$ cat src/rtl/three_stage_tx_pkg.sv
// Shared constants for the three-slot toggle-strobe link: flit geometry,
// FSM encodings and the receiver slot ring.
package three_stage_tx_pkg;

   localparam int CDATASIZE = 16;
   localparam int TAIL_BIT  = CDATASIZE - 1;

   localparam logic [1:0] SLOT_LAST = 2'd2;

   typedef enum logic [1:0] {
      ST_IDLE   = 2'd0,
      ST_ACTIVE = 2'd1,
      ST_GAP    = 2'd2,
      ST_END    = 2'd3
   } tx_state_e;

   // Receiver slot ring 0->1->2->0; code 3 never appears.
   function automatic logic [1:0] slot_next(input logic [1:0] slot);
      return (slot == SLOT_LAST) ? 2'd0 : slot + 2'd1;
   endfunction

endpackage

$ cat src/rtl/three_stage_tx_sync_2ff.sv
// Two-flop synchronizer with asynchronous active-high reset.
module sync_2ff (
   input  logic clk,
   input  logic rst,
   input  logic d,
   output logic q
);

   logic meta_q;
   logic sync_q;

   always_ff @(posedge clk or posedge rst) begin
      if (rst) begin
         meta_q <= 1'b0;
         sync_q <= 1'b0;
      end else begin
         meta_q <= d;
         sync_q <= meta_q;
      end
   end

   assign q = sync_q;

endmodule

$ cat src/rtl/three_stage_tx.sv
// Transmit end of the three-slot toggle-strobe link.
//   state  | meaning
//   IDLE   | between packets, State_r2p low, ready for a head flit
//   ACTIVE | packet open, ready for the next flit
//   GAP    | forced idle cycles between flits of one packet
//   END    | tail launched, State_r2p held low before next head
module three_stage_tx
   import three_stage_tx_pkg::*;
#(
   parameter int MIN_GAP = 0,
   parameter int PKT_GAP = 1,
   parameter int CNT_W   = 16
) (
   input  logic                 clk,
   input  logic                 rst,
   input  logic [CDATASIZE-1:0] in_data,
   input  logic                 in_valid,
   output logic                 in_ready,
   output logic [CDATASIZE-1:0] CData_r2p,
   output logic                 Strobe_r2p,
   output logic                 State_r2p,
   output logic                 Clock_r2p,
   input  logic                 Feedback_p2r,
   output logic [1:0]           tx_slot,
   output logic [CNT_W-1:0]     flit_cnt,
   output logic                 busy
);

   localparam int TMR_W = 8;
   localparam logic [TMR_W-1:0] GAP_LOAD = TMR_W'((MIN_GAP > 0) ? MIN_GAP - 1 : 0);
   localparam logic [TMR_W-1:0] END_LOAD = TMR_W'((PKT_GAP > 0) ? PKT_GAP - 1 : 0);

   tx_state_e              state_q, state_d;
   logic [TMR_W-1:0]       tmr_q, tmr_d;
   logic [CDATASIZE-1:0]   cdata_q, cdata_d;
   logic                   strobe_q, strobe_d;
   logic                   link_st_q, link_st_d;
   logic [1:0]             slot_q, slot_d;
   logic [CNT_W-1:0]       cnt_q, cnt_d;
   logic                   stall;
   logic                   accept;

   sync_2ff u_fb_sync (
      .clk (clk),
      .rst (rst),
      .d   (Feedback_p2r),
      .q   (stall)
   );

   // rst gating keeps in_ready low for the whole reset pulse.
   assign in_ready = !rst && !stall && (state_q == ST_IDLE || state_q == ST_ACTIVE);
   assign accept   = in_valid && in_ready;

   always_ff @(posedge clk or posedge rst) begin
      if (rst) begin
         state_q   <= ST_IDLE;
         tmr_q     <= '0;
         cdata_q   <= '0;
         strobe_q  <= 1'b0;
         link_st_q <= 1'b0;
         slot_q    <= 2'd0;
         cnt_q     <= '0;
      end else begin
         state_q   <= state_d;
         tmr_q     <= tmr_d;
         cdata_q   <= cdata_d;
         strobe_q  <= strobe_d;
         link_st_q <= link_st_d;
         slot_q    <= slot_d;
         cnt_q     <= cnt_d;
      end
   end

   always_comb begin
      state_d = state_q;
      tmr_d   = tmr_q;
      case (state_q)
         ST_IDLE, ST_ACTIVE: begin
            if (accept) begin
               if (in_data[TAIL_BIT]) begin
                  state_d = ST_END;
                  tmr_d   = END_LOAD;
               end else if (MIN_GAP > 0) begin
                  state_d = ST_GAP;
                  tmr_d   = GAP_LOAD;
               end else begin
                  state_d = ST_ACTIVE;
               end
            end
         end
         ST_GAP: begin
            if (tmr_q == '0) state_d = ST_ACTIVE;
            else             tmr_d   = tmr_q - 1'b1;
         end
         ST_END: begin
            if (tmr_q == '0) state_d = ST_IDLE;
            else             tmr_d   = tmr_q - 1'b1;
         end
         default: state_d = ST_IDLE;
      endcase
   end

   always_comb begin
      cdata_d   = cdata_q;
      strobe_d  = strobe_q;
      link_st_d = link_st_q;
      slot_d    = slot_q;
      cnt_d     = cnt_q;
      if (accept) begin
         cdata_d   = in_data;
         strobe_d  = ~strobe_q;
         link_st_d = 1'b1;
         slot_d    = slot_next(slot_q);
         cnt_d     = cnt_q + CNT_W'(1);
      end else if (state_q == ST_END) begin
         link_st_d = 1'b0;
      end
   end

   assign CData_r2p  = cdata_q;
   assign Strobe_r2p = strobe_q;
   assign State_r2p  = link_st_q;
   assign Clock_r2p  = ~clk;
   assign tx_slot    = slot_q;
   assign flit_cnt   = cnt_q;
   assign busy       = (state_q != ST_IDLE);

endmodule

$ cat config.mk
export PLATFORM = sky130hd
export DESIGN_NAME = three_stage_tx
export DESIGN_NICKNAME = d
export VERILOG_FILES = /design/src/rtl/three_stage_tx_pkg.sv /design/src/rtl/three_stage_tx_sync_2ff.sv /design/src/rtl/three_stage_tx.sv
export SDC_FILE = /design/constraint.sdc
export NUM_CORES = 1
export LEC_CHECK = 0
export CAP_MARGIN = 5
export CORE_MARGIN = 2
export CORE_UTILIZATION = 51
export CTS_CLUSTER_SIZE = 8
export DETAILED_ROUTE_END_ITERATION = 16
export PLACE_DENSITY_LB_ADDON = 0.2
export SLEW_MARGIN = 15
export SYNTH_ARGS = -nofsm -noshare
export SYNTH_HDL_FRONTEND = slang
export SYNTH_SLANG_ARGS = --single-unit
$ cat constraint.sdc
create_clock -name clk -period 3.68 [get_ports clk]
set_input_delay 0.736 -clock clk [delete_from_list [all_inputs] [get_ports clk]]
set_output_delay 0.736 -clock clk [all_outputs]
set_load 0.02 [all_outputs]
### Met3 routing

Scale bar: 20 microns. Cells faint in the background.
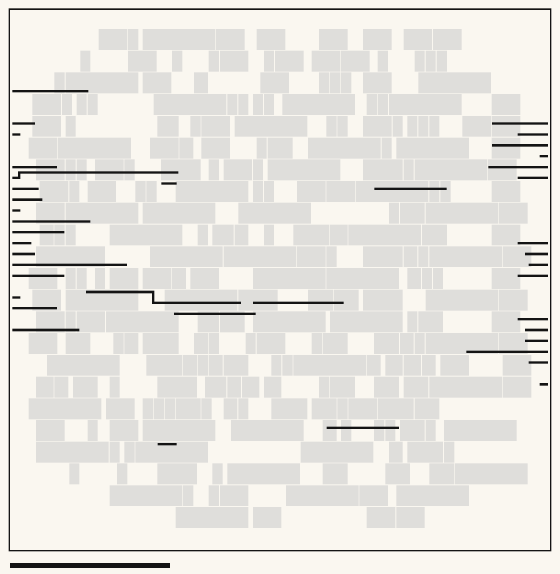
main direction: horizontal
share of all routed wire: 5.3%

### Clock wiring as the flow saved it

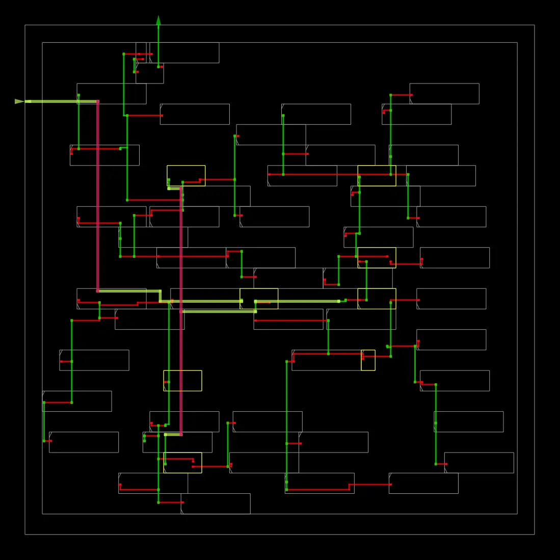
Inserted Clock Buffers: 5
Final Skew: 0.00747 ns
clk pwr: 0.000382 W
clk_lat worst skew: 0.30 ns
flip-flop and latch count: 48

==> out/results.ini <==
[status]
status=completed

[worst_setup_path]
crit_required_ns=2.94
critPathArrivalTime_ns=2.78
cp-start-kind=clock port
cp_cell_sequence=clkbuf_8 > clkbuf_8 > inv_1 > clkdlybuf4s50_1
r2r_start=state_q[1]
slowest_delay_ns=0.59
crit_fanout=14
reg2reg_depth=5
worst-path-buf-inv=4
cp_common_cell=clkbuf_8
critPathLaunch=clk
crit_path_top_delay_cell=clkdlybuf4s50_1
crit_family=buffers and inverters
r2r_end=tmr_q[3]
reg2reg_slack_ns=1.78
cp.depth=4
cp-end-kind=output pin
crit_type=clk2out

[finish]
largest_cell_class=flip-flops and latches
final_cell_area_sq_um=2800
flop_area_sq_um=1200
final.fill_count=311
nets=288
num_antenna_cells=0
n_clock_buffer=8
comb_cells=144
comb_share_pct=29.2
area_delta_synth_final_pct=35.5
layout_top_cell=nand2_1
final_cell_count_no_fill=316
combGateArea_sq_um=816
lay_top_cells=nand2_1 (73), clkdlybuf4s50_1 (58), dfrtp_1 (48)
n_all_inverters=6
clock_tree_area_fraction_pct=4.12
sh_seq_area_pct=43.0
buffer_area_share_pct=20.7
buffers_excl_clock=58
drive_gt1_share_pct=6.39

[global_routing]
grt_usage_pct=20.9
grt_pass1_wl_mm=7.03
antenna_found_initial=0
grt_max_degree=49
use_met2_pct=35.7
gr-usage-met3_pct=5.17
grt_pass1_vias=1527
busiest_layer=met2
grt_use_met1_pct=25.4
grt_overflow=0

[place]
dp.cells=308
dpl.hpwl_mm=2.85
dpl_cell_area_sq_um=2690
io_buffers=58
place_congestion=0.774

[power_and_ir_drop]
clkPwrFrac_pct=29.2
p_switching_w=0.000387
leakage_nw=1.36
power_frac_comb_pct=20.4
powerDensity_nw_per_um2=467
power.total_w=0.00131
pg_seq_w=0.000657
switching_share_pct=29.7
p_int_w=0.000918
power_frac_seq_pct=50.4
vdd_drop_max_uv=303
power_leader=sequential cells
comb_power_w=0.000266

[yosys]
syn_nets=227
ys.flops=48
synth.cell_area_sq_um=2060
synth.distinct_cells=26
ff_type=dfrtp_1
yosys_warnings=0
edf_count=0
syn_area_per_cell_sq_um=10.1
yosys_area_sq_um=2060
synth_seq_share_pct=58.2
postSynth.asyncResetShare_pct=100
syn_inst=204

[sta]
holdWs_ns=0.372
rsz0062_at_grt=no
drv_slew=0
final-setup-viol-count=0
worstMarginPinSlew_ns=0.971
fin_setup_tns_ns=0
relSlewSlack_pct=35.1

[clock_network]
path_clk_slew_ns=0.09
cts_tree=done
cts_resized=0
cts_setup_buffers=0
cts-root-buf=clkbuf_8
clockBufferDepth=2
h-tree-depth=2
hold_buffers=0

[hold_path]
hp-start=u_fb_sync.meta_q
hold_path_class=reg2reg
min_to=u_fb_sync.q
worstHoldPathCells=0

[floorplan]
ios=59
initCoreUtil_pct=52.3
die-height_microns=67.6
die-area_sq_um=4570
core_area_sq_um=3940
rows=23
tap_cells=50
die_x_microns=67.6

[run]
tool_warnings=29
cap_violations=0

[detailed_routing]
drc=0
ant_nets=0
avgViaCountPerCell=5.13
wl_per_cell_microns=13.3
drtPass1Iterations=4
vias=1622
drtIter0Drc=77
routed_wl_mm=4.21

### M2 wires

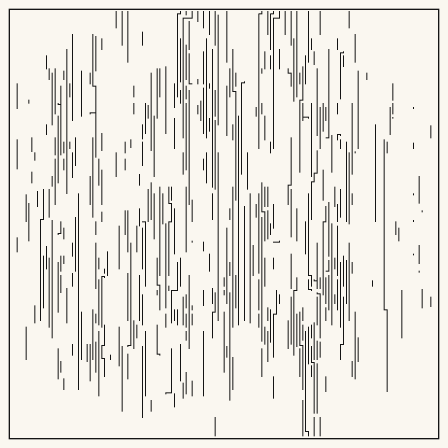
main direction: vertical
share of all routed wire: 51%
wire length on this layer: 2150 microns
longest straight run: 33.0 microns

### Logic cells by family

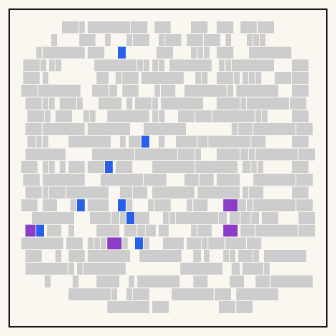
[purple] AND and OR gates | cells: 4
[blue] inverting AOI/OAI gates | cells: 8

cells by family (layout without fill, tap and decap cells):
group / Yosys count / in the layout / synth area share [%]
AND/OR/NAND/NOR: 107 / 107 / 24.4
flip-flops: 48 / 48 / 58.2
XOR/XNOR: 18 / 18 / 7.64
buffers and inverters: 12 / 74 / 2.24
AND-OR/OR-AND: 10 / 10 / 2.73
multiplexers: 6 / 6 / 2.91
adder cells (fa/ha/maj): 3 / 3 / 1.82
routing by layer:
layer	wire length (microns)	share of wire, %	vias to the layer above
met5	0	0	-
met4	57	1.4	0
met3	224	5.3	5
met2	2150	51	42
met1	1780	42	786
li1	-	-	789
synthesized netlist by cell type (3+ instances only):
master / n / area (sq um)
mux2i_1: 6 / 60.1
a21oi_1: 6 / 30.0
nand3_1: 4 / 20.0
nor2_1: 8 / 30.0
inv_1: 7 / 26.3
xnor2_1: 6 / 52.6
ha_1: 3 / 37.5
dfrtp_1: 48 / 1200
nor3_1: 6 / 30.0
nand4_1: 3 / 18.8
clkbuf_1: 4 / 15.0
xor2_1: 12 / 105
nand2_1: 73 / 274
metrics by stage:
stage / util (%) / setup slack [ns]
after floorplan: - / 0.976
after global placement: 68.3 / 0.495
after detailed placement: 68.3 / 0.495
after CTS: 70.9 / 0.153
after global routing: 70.9 / 0.124
final: 70.9 / 0.160
flip-flops by register name, summed over array words and instances (netlist names):
signal,cells
State_r2p,1
tmr_q,8
tx_slot,2
u_fb_sync.meta_q,1
u_fb_sync.q,1
state_q,2
Strobe_r2p,1
CData_r2p,16
flit_cnt,16
how the worst max path moves through the flow:
stage	to	slack, ns
floorplan	Clock_r2p	0.98
global route	Clock_r2p	0.12
finish	Clock_r2p	0.16
global placement	Clock_r2p	0.50
detailed placement	Clock_r2p	0.50
CTS	Clock_r2p	0.15
Power figures rest on the tool's default switching activity, not on a simulated workload.
